--- src/rtl/agc_pipe_ctrl.sv ---
`default_nettype none
// ============================================================================
// agc_pipe_ctrl : scoreboard RAW stall, branch flush and halt sequencing.
// Optional build macro: AGC_PIPE_BYPASS_EN (write-through regfile).  Rev 1.0
// ============================================================================

module agc_pipe_ctrl #(
  parameter int NUM_REGS = 8,
  parameter int SEL_W    = 3,
  parameter int WB_DIST  = 2
) (
  input  logic                clock,
  input  logic                rst_l,
  input  logic                d_valid,
  input  logic [SEL_W-1:0]    d_rs1_sel,
  input  logic                d_rs1_use,
  input  logic [SEL_W-1:0]    d_rs2_sel,
  input  logic                d_rs2_use,
  input  logic [SEL_W-1:0]    d_wr1_sel,
  input  logic                d_wr1_en,
  input  logic [SEL_W-1:0]    d_wr2_sel,
  input  logic                d_wr2_en,
  input  logic                d_halt,
  input  logic                e_branch,
  input  logic                w_halt,
  output logic                stall_D,
  output logic                flush_E,
  output logic                halt,
  output logic [NUM_REGS-1:0] busy_map
);

  localparam int         SEL_N     = 1 << SEL_W;
  localparam logic [3:0] C_WB_DIST = 4'(WB_DIST);

  typedef enum logic [1:0] {
    RUN    = 2'd0,
    DRAIN  = 2'd1,
    HALTED = 2'd2
  } state_e;

  state_e             state_q;
  logic               halt_q;
  logic [SEL_N-1:0]   hazard_busy;
  logic               hazard;
  logic               issue;

  // Untracked select codes read as never busy, so out-of-range selects never stall.
  for (genvar gi = 0; gi < SEL_N; gi++) begin : g_reg
    if (gi < NUM_REGS) begin : g_tracked
      logic [3:0] cnt_q;
      logic [3:0] cnt_d;
      logic       ld;

      assign ld = issue & ((d_wr1_en & (d_wr1_sel == SEL_W'(gi))) |
                           (d_wr2_en & (d_wr2_sel == SEL_W'(gi))));

      always_comb begin
        cnt_d = cnt_q;
        if (ld)
          cnt_d = C_WB_DIST;
        else if (cnt_q != 4'd0)
          cnt_d = cnt_q - 4'd1;
      end

      always_ff @(posedge clock or negedge rst_l) begin
        if (!rst_l)
          cnt_q <= 4'd0;
        else
          cnt_q <= cnt_d;
      end

      assign busy_map[gi] = (cnt_q != 4'd0);
`ifdef AGC_PIPE_BYPASS_EN
      assign hazard_busy[gi] = (cnt_q > 4'd1);
`else
      assign hazard_busy[gi] = busy_map[gi];
`endif
    end else begin : g_untracked
      assign hazard_busy[gi] = 1'b0;
    end
  end

  assign hazard  = d_valid & ((d_rs1_use & hazard_busy[d_rs1_sel]) |
                              (d_rs2_use & hazard_busy[d_rs2_sel]));
  assign flush_E = e_branch & (state_q == RUN);
  assign stall_D = (state_q != RUN) | (hazard & ~flush_E);
  assign issue   = d_valid & ~stall_D & ~flush_E & (state_q == RUN);
  assign halt    = halt_q;

  always_ff @(posedge clock or negedge rst_l) begin
    if (!rst_l) begin
      state_q <= RUN;
      halt_q  <= 1'b0;
    end else begin
      case (state_q)
        RUN: begin
          if (issue & d_halt)
            state_q <= DRAIN;
        end
        DRAIN: begin
          if (w_halt) begin
            state_q <= HALTED;
            halt_q  <= 1'b1;
          end
        end
        HALTED: begin
          halt_q <= 1'b1;
        end
        default: begin
          state_q <= RUN;
          halt_q  <= 1'b0;
        end
      endcase
    end
  end

endmodule

`default_nettype wire

--- config.mk ---
export PLATFORM = sky130hd
export DESIGN_NAME = agc_pipe_ctrl
export DESIGN_NICKNAME = d
export VERILOG_FILES = /design/src/rtl/agc_pipe_ctrl.sv
export SDC_FILE = /design/constraint.sdc
export NUM_CORES = 1
export LEC_CHECK = 0
export CORE_ASPECT_RATIO = 2
export CORE_MARGIN = 2
export CORE_UTILIZATION = 45
export DETAILED_ROUTE_END_ITERATION = 10
export GPL_TIMING_DRIVEN = 0
export PLACE_DENSITY_LB_ADDON = 0.05
export SETUP_SLACK_MARGIN = 0.4
export SLEW_MARGIN = 5
export SYNTH_ARGS = -nofsm -noshare
export SYNTH_HDL_FRONTEND = slang
export SYNTH_SLANG_ARGS = --single-unit
--- constraint.sdc ---
create_clock -name clock -period 5.6 [get_ports clock]
set_input_delay 1.68 -clock clock [delete_from_list [all_inputs] [get_ports clock]]
set_output_delay 1.68 -clock clock [all_outputs]
set_load 0.02 [all_outputs]
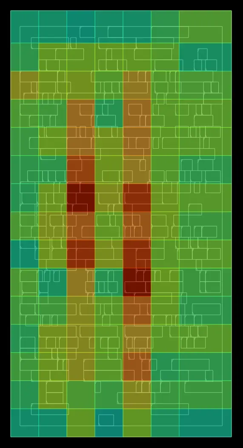
(routing congestion)
global-route layer with the greatest usage: met2
GR met3 Demand/Resource: 3.59%
drt wl/cell: 12.8 um
final cell utilization of the core: 55.9%
GRT met1 Usage: 19.0%

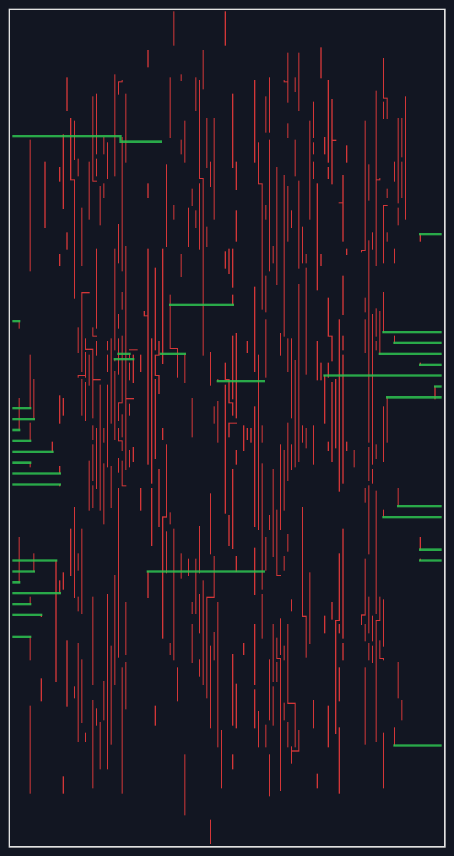
(wiring by layer)
(8 px per um) Two of the layers only.
color	layer	wire length
green	met3	173 um
red	met2	2230 um
total wire length: 4.12 mm
GRT Util Overall: 16.6%
total number of vias: 1728

==> ci_impl_report.md <==
### Flow metrics

| Metric | Value |
|---|---|
| Tool Warnings | `29` |
| Gpl congestion | `around 0.74` |
| Final Critical Period | `a little over 5 ns` |
| Met1 Wirelength | `about 1.7 mm` |
| DR WL met3 | `approximately 170 um` |
| Full die area | `between 5000 and 6000 um2` |
| Metal2 WL | `approximately 2.2 mm` |
| Worst-path fanout max | `10` |
| Hold Violations, Final | `0` |
| CP max-delay cell | `clkdlybuf4s50_1` |
| Clk_lat worst skew | `~0.28 ns` |
| Top Layer Used | `met4` |
| Hold Crit Class | `register to register` |
| Multi-input gates | `roughly 160` |
| FF+latch count, synth | `35` |
| Die width | `between 50 and 60 um` |
| CTS tree | `yes` |
| Setup TNS | `0 ns` |
| Non-clock buffer share | `a little under an eighth` |
| Main logic family after synthesis | `simple AND/OR/NAND/NOR gates` |
| Sink of the worst hold path | `g_reg[3].g_tracked.cnt_q[1]` |
| Hold buffers post-CTS | `0` |
| Initial DRC Count | `26` |
| Clk slew on worst S/H paths | `about 0.07 ns` |
| Distinct cells, synth | `36` |
| Post-synth ARST share | `100%` |
| Crit path capture type | `primary output` |
| Post-synth EDFFs | `0` |
| I/O pin count | `33` |
| Non-filler cells, final | `~320` |
| ClkCell Share | `2.67%` |
| R2R Setup Slk | `around 3.1 ns` |
| Max cap viols | `0` |
| Reg power frac | `34.3%` |
| Slew Limit Fails | `0` |
| Syn. warnings | `0` |
| Synth area leaders | `dfrtp_1 (39%), ha_1 (6.6%), nor3b_4 (5.8%)` |
| GR Util met2 | `29.0%` |
| Number of global-route vias before repair | `around 1.7k` |
| Yosys cell count | `approximately 230` |
| Worst-Margin Slew | `0.792 ns` |
| Top class by area | `logic gates` |
| Multi-input gate area | `1280 um2` |
| Synth top cell by count | `dfrtp_1` |
| Critical path type | `input pin to primary output` |
| Xor/xnor share | `4.62%` |
| Sequential-to-total area share from yosys stat | `38.5%` |
| Initial antenna violation count | `0` |
| Clock group share of total power | `a little under an eighth` |
| Synth area leader | `dfrtp_1` |
| Logic share of the area | `between 40 and 50%` |
| Comb power frac | `a little over half` |
| Total grt overflow | `0` |
| Tot Pwr | `roughly 1400 uW` |
| First-pass DRT Iterations | `4` |
| Slowest stage delay, CP | `0.42 ns` |
| Root Buffer Master | `clkbuf_8` |
| FF-to-FF Start | `g_reg[6].g_tracked.cnt_q[0]` |
| PortBufs | `31` |
| Row count | `36` |
| Proportion of cell area occupied by registers | `32.2%` |
| TAP cells | `~57` |
| FF+latch area | `876 um2` |
| Hold Startpoint | `g_reg[3].g_tracked.cnt_q[1]` |
| Adder Area Share | `about 6.6%` |
| CP Cell Sequence | `clkdlybuf4s50_1 -> or2_2 -> o221a_1 -> a32o_1 -> buf_6 -> nand2_1 -> nand2_1 -> clkdlybuf4s15_2` |
| Remaining DRCs | `0` |
| Share of cells above drive strength 1 | `between 10 and 15%` |
| Mux area share | `about 4.1%` |
| CLK BUF | `6` |
| Status | `completed` |
| Hold Path Depth | `1` |
| WP data required | `between 3 and 4 ns` |
| Yosys stat area | `approximately 2300 um2` |
| Die height | `between 100 and 150 um` |
| RSZ-0062 raised after global routing | `false` |
| Gate Count Post-Synth | `about 230` |
| Post-synthesis area per instance | `roughly 10 um2` |
| Pre-CTS WS | `between 0.1 and 0.15 ns` |
| Aoi share | `13.5%` |
| Most frequent logic cell in the layout | `dfrtp_1` |
| Buf+Inv Stages, Crit Path | `3` |
| Post-CTS setup buffer count | `0` |
| Final Cycle Share | `91.3%` |
| Registers | `35` |
| TritonCTS buffer count | `5` |
## power groups by stage
stage,registers [uW],logic [uW],clock network [uW]
6_report,494,780,165
5_1_grt,513,888,181
4_1_cts,496,797,173
3_5_place_dp,501,793,0
3_3_place_gp,498,780,0
2_1_floorplan,483,612,0
## worst max path at each step
stage            startpoint  endpoint  slack, ns  cells past startpoint
3_3_place_gp   d_rs1_sel[1]   stall_D       0.09                      8
4_1_cts        d_rs1_sel[2]   stall_D       0.49                      8
2_1_floorplan  d_rs2_sel[1]   stall_D       1.04                      7
5_1_grt        d_rs1_sel[2]   stall_D       0.41                      8
3_5_place_dp   d_rs1_sel[1]   stall_D       0.12                      8
6_report       d_rs1_sel[2]   stall_D       0.49                      8
## flip-flops by register name, indices dropped and copies added (netlist names)
signal / count
halt: 1
g.g_tracked.cnt_q: 32
state_q: 2
Power figures rest on the tool's default switching activity, not on a simulated workload.
